**src/rtl/au_op_sequencer.sv**
```systemverilog
// Command-level controller for the 16-bit arithmetic unit: loads operands over the
// 8-bit pin bus, runs the execute phase, reads the result back and returns it over valid/ready.
module au_op_sequencer #(
  parameter int CYC_ADDSUB = 17,
  parameter int TIMEOUT    = 255,
  parameter int RD_LAT     = 2
) (
  input  logic        clk,
  input  logic        RST,
  input  logic        cmd_valid,
  output logic        cmd_ready,
  input  logic [1:0]  cmd_op,
  input  logic        cmd_signed,
  input  logic [15:0] cmd_a,
  input  logic [15:0] cmd_b,
  output logic        rsp_valid,
  input  logic        rsp_ready,
  output logic [15:0] rsp_data,
  output logic [2:0]  rsp_flags,
  output logic        rsp_err,
  output logic [7:0]  au_ui,
  output logic [7:0]  au_ctrl,
  input  logic [7:0]  au_uo,
  input  logic [2:0]  au_flags,
  input  logic        au_err
);

  localparam logic [1:0] OP_LDR = 2'b00;
  localparam logic [1:0] OP_MUL = 2'b11;

  localparam logic [1:0] REG_AL = 2'b00;
  localparam logic [1:0] REG_AH = 2'b01;
  localparam logic [1:0] REG_BL = 2'b10;
  localparam logic [1:0] REG_BH = 2'b11;

  localparam logic [7:0] EXEC_LAST = 8'(CYC_ADDSUB - 1);
  localparam logic [7:0] TO_LAST   = 8'(TIMEOUT - 1);
  localparam logic [7:0] RD_LAST   = 8'(RD_LAT - 1);

  typedef enum logic [3:0] {
    IDLE,
    LD_AL,
    LD_AH,
    LD_BL,
    LD_BH,
    GAP,
    EXEC,
    RD_SEL_L,
    RD_L,
    RD_SEL_H,
    RD_H,
    RESP
  } state_t;

  state_t      state_reg, state_next;
  logic [1:0]  op_reg;
  logic        signed_reg;
  logic [15:0] a_reg;
  logic [15:0] b_reg;
  logic [7:0]  cnt_reg, cnt_next;
  logic [7:0]  cnt_inc;
  logic [15:0] rsp_data_reg;
  logic [2:0]  rsp_flags_reg;
  logic        rsp_err_reg;

  logic        accept;
  logic        exec_done;
  logic        exec_timeout;
  logic        take_lo;
  logic        take_hi;
  logic        is_mul;
  logic        rd_bank;

  // Control byte layout on the unit's uio pins: {C, op, REG1, REG0, RW/UA, S, 0}
  function automatic logic [7:0] ctrl_word(input logic c, input logic [1:0] op,
                                           input logic [1:0] rsel, input logic rw,
                                           input logic s);
    return {c, op, rsel, rw, s, 1'b0};
  endfunction

  assign cnt_inc = (cnt_reg == 8'hFF) ? cnt_reg : cnt_reg + 8'd1;
  assign is_mul  = (op_reg == OP_MUL);
  // LDR returns A; every arithmetic op leaves its result in B
  assign rd_bank = (op_reg != OP_LDR);

  always_comb begin
    state_next   = state_reg;
    cnt_next     = cnt_reg;
    au_ui        = 8'h00;
    au_ctrl      = 8'h00;
    accept       = 1'b0;
    exec_done    = 1'b0;
    exec_timeout = 1'b0;
    take_lo      = 1'b0;
    take_hi      = 1'b0;

    case (state_reg)
      IDLE: begin
        if (cmd_valid) begin
          accept     = 1'b1;
          state_next = LD_AL;
        end
      end

      LD_AL: begin
        au_ctrl    = ctrl_word(signed_reg, OP_LDR, REG_AL, 1'b1, 1'b1);
        au_ui      = a_reg[7:0];
        state_next = LD_AH;
      end

      LD_AH: begin
        au_ctrl    = ctrl_word(signed_reg, OP_LDR, REG_AH, 1'b1, 1'b1);
        au_ui      = a_reg[15:8];
        state_next = LD_BL;
      end

      // MUL accumulates its product in B, so B starts from zero
      LD_BL: begin
        au_ctrl    = ctrl_word(signed_reg, OP_LDR, REG_BL, 1'b1, 1'b1);
        au_ui      = is_mul ? 8'h00 : b_reg[7:0];
        state_next = LD_BH;
      end

      LD_BH: begin
        au_ctrl    = ctrl_word(signed_reg, OP_LDR, REG_BH, 1'b1, 1'b1);
        au_ui      = is_mul ? 8'h00 : b_reg[15:8];
        state_next = GAP;
      end

      GAP: begin
        au_ctrl    = ctrl_word(signed_reg, op_reg, REG_AL, 1'b0, 1'b0);
        cnt_next   = 8'h00;
        state_next = (op_reg == OP_LDR) ? RD_SEL_L : EXEC;
      end

      EXEC: begin
        au_ctrl  = ctrl_word(signed_reg, op_reg, REG_AL, 1'b1, 1'b1);
        au_ui    = b_reg[7:0];
        cnt_next = cnt_inc;
        if (is_mul) begin
          if (au_flags[0]) begin
            exec_done = 1'b1;
          end else if (cnt_reg == TO_LAST) begin
            exec_timeout = 1'b1;
          end
        end else if (cnt_reg == EXEC_LAST) begin
          exec_done = 1'b1;
        end
        if (exec_done) begin
          cnt_next   = 8'h00;
          state_next = RD_SEL_L;
        end else if (exec_timeout) begin
          state_next = RESP;
        end
      end

      // Register select must stay put through the sampling cycle as well
      RD_SEL_L: begin
        au_ctrl  = ctrl_word(signed_reg, op_reg, {rd_bank, 1'b0}, 1'b0, 1'b0);
        cnt_next = cnt_inc;
        if (cnt_reg == RD_LAST) begin
          state_next = RD_L;
        end
      end

      RD_L: begin
        au_ctrl    = ctrl_word(signed_reg, op_reg, {rd_bank, 1'b0}, 1'b0, 1'b0);
        take_lo    = 1'b1;
        cnt_next   = 8'h00;
        state_next = RD_SEL_H;
      end

      RD_SEL_H: begin
        au_ctrl  = ctrl_word(signed_reg, op_reg, {rd_bank, 1'b1}, 1'b0, 1'b0);
        cnt_next = cnt_inc;
        if (cnt_reg == RD_LAST) begin
          state_next = RD_H;
        end
      end

      RD_H: begin
        au_ctrl    = ctrl_word(signed_reg, op_reg, {rd_bank, 1'b1}, 1'b0, 1'b0);
        take_hi    = 1'b1;
        state_next = RESP;
      end

      RESP: begin
        if (rsp_ready) begin
          state_next = IDLE;
        end
      end

      default: begin
        state_next = IDLE;
      end
    endcase
  end

  always_ff @(posedge clk) begin
    if (RST) begin
      state_reg     <= IDLE;
      op_reg        <= OP_LDR;
      signed_reg    <= 1'b0;
      a_reg         <= 16'h0000;
      b_reg         <= 16'h0000;
      cnt_reg       <= 8'h00;
      rsp_data_reg  <= 16'h0000;
      rsp_flags_reg <= 3'b000;
      rsp_err_reg   <= 1'b0;
    end else begin
      state_reg <= state_next;
      cnt_reg   <= cnt_next;

      if (accept) begin
        op_reg        <= cmd_op;
        signed_reg    <= cmd_signed;
        a_reg         <= cmd_a;
        b_reg         <= cmd_b;
        rsp_data_reg  <= 16'h0000;
        rsp_flags_reg <= 3'b000;
        rsp_err_reg   <= 1'b0;
      end

      // Error is sticky for the op; frozen once the response is presented
      if (state_reg != IDLE && state_reg != RESP && au_err) begin
        rsp_err_reg <= 1'b1;
      end

      if (exec_done || exec_timeout) begin
        rsp_flags_reg <= au_flags;
      end

      if (exec_timeout) begin
        rsp_err_reg  <= 1'b1;
        rsp_data_reg <= 16'h0000;
      end

      if (take_lo) begin
        rsp_data_reg[7:0] <= au_uo;
      end

      if (take_hi) begin
        rsp_data_reg[15:8] <= au_uo;
      end
    end
  end

  assign cmd_ready = (state_reg == IDLE);
  assign rsp_valid = (state_reg == RESP);
  assign rsp_data  = rsp_data_reg;
  assign rsp_flags = rsp_flags_reg;
  assign rsp_err   = rsp_err_reg;

endmodule

```
**config.mk**
```make
export PLATFORM = sky130hd
export DESIGN_NAME = au_op_sequencer
export DESIGN_NICKNAME = d
export VERILOG_FILES = /design/src/rtl/au_op_sequencer.sv
export SDC_FILE = /design/constraint.sdc
export NUM_CORES = 1
export LEC_CHECK = 0
export CAP_MARGIN = 20
export CORE_AREA = 2 2 84 86
export DETAILED_ROUTE_END_ITERATION = 16
export DIE_AREA = 0 0 86 88
export PLACE_DENSITY = 0.84
export SYNTH_ARGS = -nofsm -noshare
export SYNTH_HDL_FRONTEND = slang
export SYNTH_SLANG_ARGS = --single-unit
```
**constraint.sdc**
```tcl
create_clock -name clk -period 2.2 [get_ports clk]
set_clock_uncertainty 0.05 [all_clocks]
set_input_delay 0.22 -clock clk [delete_from_list [all_inputs] [get_ports clk]]
set_output_delay 0.22 -clock clk [all_outputs]
set_load 0.02 [all_outputs]
```
Fig. 1: metal 1
Scale: 3 px per um.
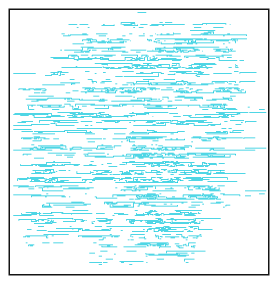
main direction: horizontal
longest straight run: 23.5 um
share of all routed wire: 43%
wire length on this layer: 3830 um

==> flow_metrics.env <==
# implementation run metrics
export IMPL_n_clock_buffer=9
export IMPL_hold_viol_final=0
export IMPL_cts_max_level=3
export IMPL_cp_required_ps=1930
export IMPL_die_area_um2=7570
export IMPL_clkPwrFrac_pct=31.1
export IMPL_relSlewSlack_pct=62.2
export IMPL_n_fill_cell=537
export IMPL_ir_drop_v=0.000450
export IMPL_ys_seq_share_pct=42.7
export IMPL_fp_util_pct=47.3
export IMPL_fp_dieW_um=86
export IMPL_pwr_share_comb_pct=27.7
export IMPL_period_needed_ps=2200
export IMPL_holdWs_ps=202
export IMPL_cts_sinks=67
export IMPL_inv_count=7
export IMPL_place_area_um2=4160
export IMPL_period_used_pct=99.9
export IMPL_p_leak_nw=1.71
export IMPL_slew_viol_final=0
export IMPL_grt_pass1_wl_um=14600
export IMPL_drt_initial_drc_count=306
export IMPL_crit_arrival_ps=1930
export IMPL_rsz0062_at_grt="yes"
export IMPL_fin_area_um2=4480
export IMPL_edf_count=0
export IMPL_grt_overflow_total=0
export IMPL_synth_avg_cell_area_um2=7.91
export IMPL_yosys_stat_area_um2=3140
export IMPL_grt_pass1_vias=3115
export IMPL_dr_pass1_iters=4
export IMPL_ioPinCount=89
export IMPL_placement_rows=30
export IMPL_num_multi_input_gates=297
export IMPL_grt_max_degree=57
export IMPL_yosysWarnings=0
export IMPL_comb_cell_share_pct=38.9
export IMPL_netlist_instances=397
export IMPL_drv_cap=0
export IMPL_antenna_found_initial=0
export IMPL_mi_logic_area_um2=1740
export IMPL_ys_flops=67
export IMPL_seqCellArea_um2=1340
export IMPL_core_area_um2=6640
export IMPL_wire_per_inst_um=15.5
export IMPL_clock_area_share_pct=4.41
export IMPL_cts_hold_buffers=0
export IMPL_largest_cell_class="logic gates"
export IMPL_die_h_um=88
export IMPL_layout_drive_gt1_share_pct=14.9
export IMPL_clockRootBuffer="clkbuf_8"
export IMPL_fin_ws_ps=1.20
export IMPL_clk_path_buf_depth=2
export IMPL_clk_pin_slew_ps=80
export IMPL_buffer_area_share_pct=23.9
export IMPL_nNetsFinal=547
export IMPL_status="completed"
export IMPL_synth_cell_types=53
export IMPL_buffers=110
export IMPL_vias=3246
Fig. 2: close-up of the layout
Region (52, 54) to (77, 79) um. Cells in gray, sequential cells in the stronger gray; small squares are vias.
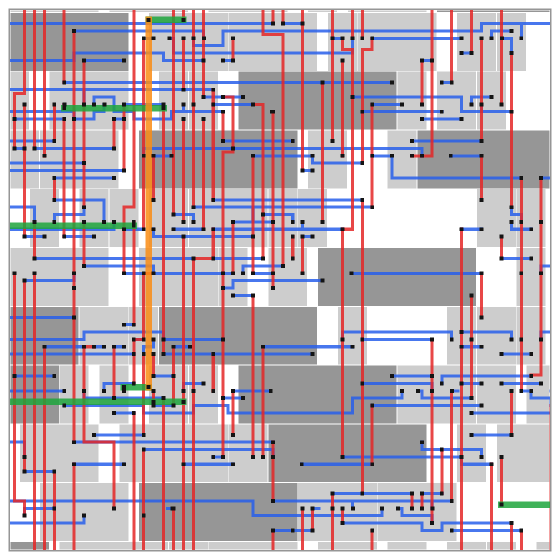
| color | layer |
|---|---|
| blue | M1 |
| green | M3 |
| red | M2 |
| orange | M4 |
sequential cells in the window: 9
netlist names of flops here include: b_reg (9)
cells with their middle in the window: 59
most frequent: nand2_1 (22), a21oi_1 (10), dfxtp_1 (9)

## logic make-up after synthesis
group           synth area share, %
compound gates                 22.7
xor+xnor                      0.279
flops                          42.7
fa+ha+maj                      1.59
buf+inv                        4.50
simple gates                   26.8
mux                            1.27
other cells                   0.119
## power by group through the flow
stage	clock network, mW	logic (mW)	registers, mW
5_1_grt	1.10	0.998	1.37
3_3_place_gp	0	0.839	1.38
6_report	1.03	0.914	1.36
3_5_place_dp	0	0.858	1.38
2_1_floorplan	0	0.530	1.37
4_1_cts	1.05	0.880	1.35
## worst paths after layout
path                                   start            to  slack [ps]  cells after the start
worst max-delay path               op_reg[0]      au_ui[3]           1                      6
worst min-delay path                     RST  state_reg[2]         200                      3
worst max register to register  state_reg[3]    cnt_reg[6]         110                      6
worst min register to register     a_reg[14]     a_reg[14]         410                      2
## cell usage in the layout, fill, tap and decap left out, types with 4 or more instances in the layout
| master | n |
|---|---|
| a221o_1 | 8 |
| clkdlybuf4s15_2 | 8 |
| buf_4 | 17 |
| ha_1 | 4 |
| clkbuf_8 | 9 |
| buf_6 | 5 |
| a21oi_1 | 49 |
| clkdlybuf4s50_1 | 69 |
| a22oi_2 | 5 |
| a22oi_1 | 19 |
| dlygate4sd2_1 | 8 |
| inv_1 | 7 |
| nor2_1 | 37 |
| mux2i_1 | 4 |
| nor3_1 | 9 |
| nand2_1 | 88 |
| nand3_1 | 4 |
| dfxtp_1 | 66 |
| nand4_1 | 6 |
## repair_timing
| action | CTS | global route |
|---|---|---|
| setup buffers | 2 | 0 |
| setup endpoints to repair | 17 | 12 |
| gates resized | 42 | 16 |
| pin swaps | 0 | 1 |
| gates cloned | 0 | 0 |
## metrics by stage
stage,utilization [%],std cells,TNS [ps]
after floorplan,-,397,0
after global placement,62.5,559,-2280
after detailed placement,62.5,559,-2250
after CTS,66.5,577,0
after global routing,67.5,577,-532
final,67.5,577,0
## metal layers
metal  vias up  track usage (%)  part of all wire, %  routed length, um
met3        23             8.01                  7.3                651
met2       122             38.1                   48               4260
li1       1595                -                    -                  -
met4         0             9.67                  2.5                220
met1      1506             30.9                   43               3830
met5         -                0                    0                  0
## cell usage after synthesis, types with 3 or more instances
library cell / count / area share (%)
nand4_1: 6 / 1.2
or2_2: 3 / 0.60
mux2i_1: 4 / 1.3
nor3b_1: 3 / 0.72
and2_1: 3 / 0.60
and3_1: 3 / 0.60
o21ai_1: 3 / 0.48
clkbuf_1: 13 / 1.6
buf_1: 3 / 0.36
o21ai_0: 3 / 0.48
a21oi_1: 49 / 7.8
dfxtp_1: 67 / 43
nor2_1: 40 / 4.8
inv_1: 7 / 0.84
buf_2: 8 / 1.3
nand2b_1: 4 / 0.80
nand2_1: 88 / 11
a221o_1: 8 / 2.5
nand3_1: 4 / 0.64
ha_1: 4 / 1.6
nor3_1: 10 / 1.6
a22oi_1: 24 / 5.7
## worst max-delay path: stages, from the launching register on
cell and delay [ps]:
dfxtp_1 360, and2_1 190, nor3_1 60, a21oi_1 250, nor3_4 110, a221o_1 370, clkdlybuf4s15_2 260
Power figures rest on the tool's default switching activity, not on a simulated workload.
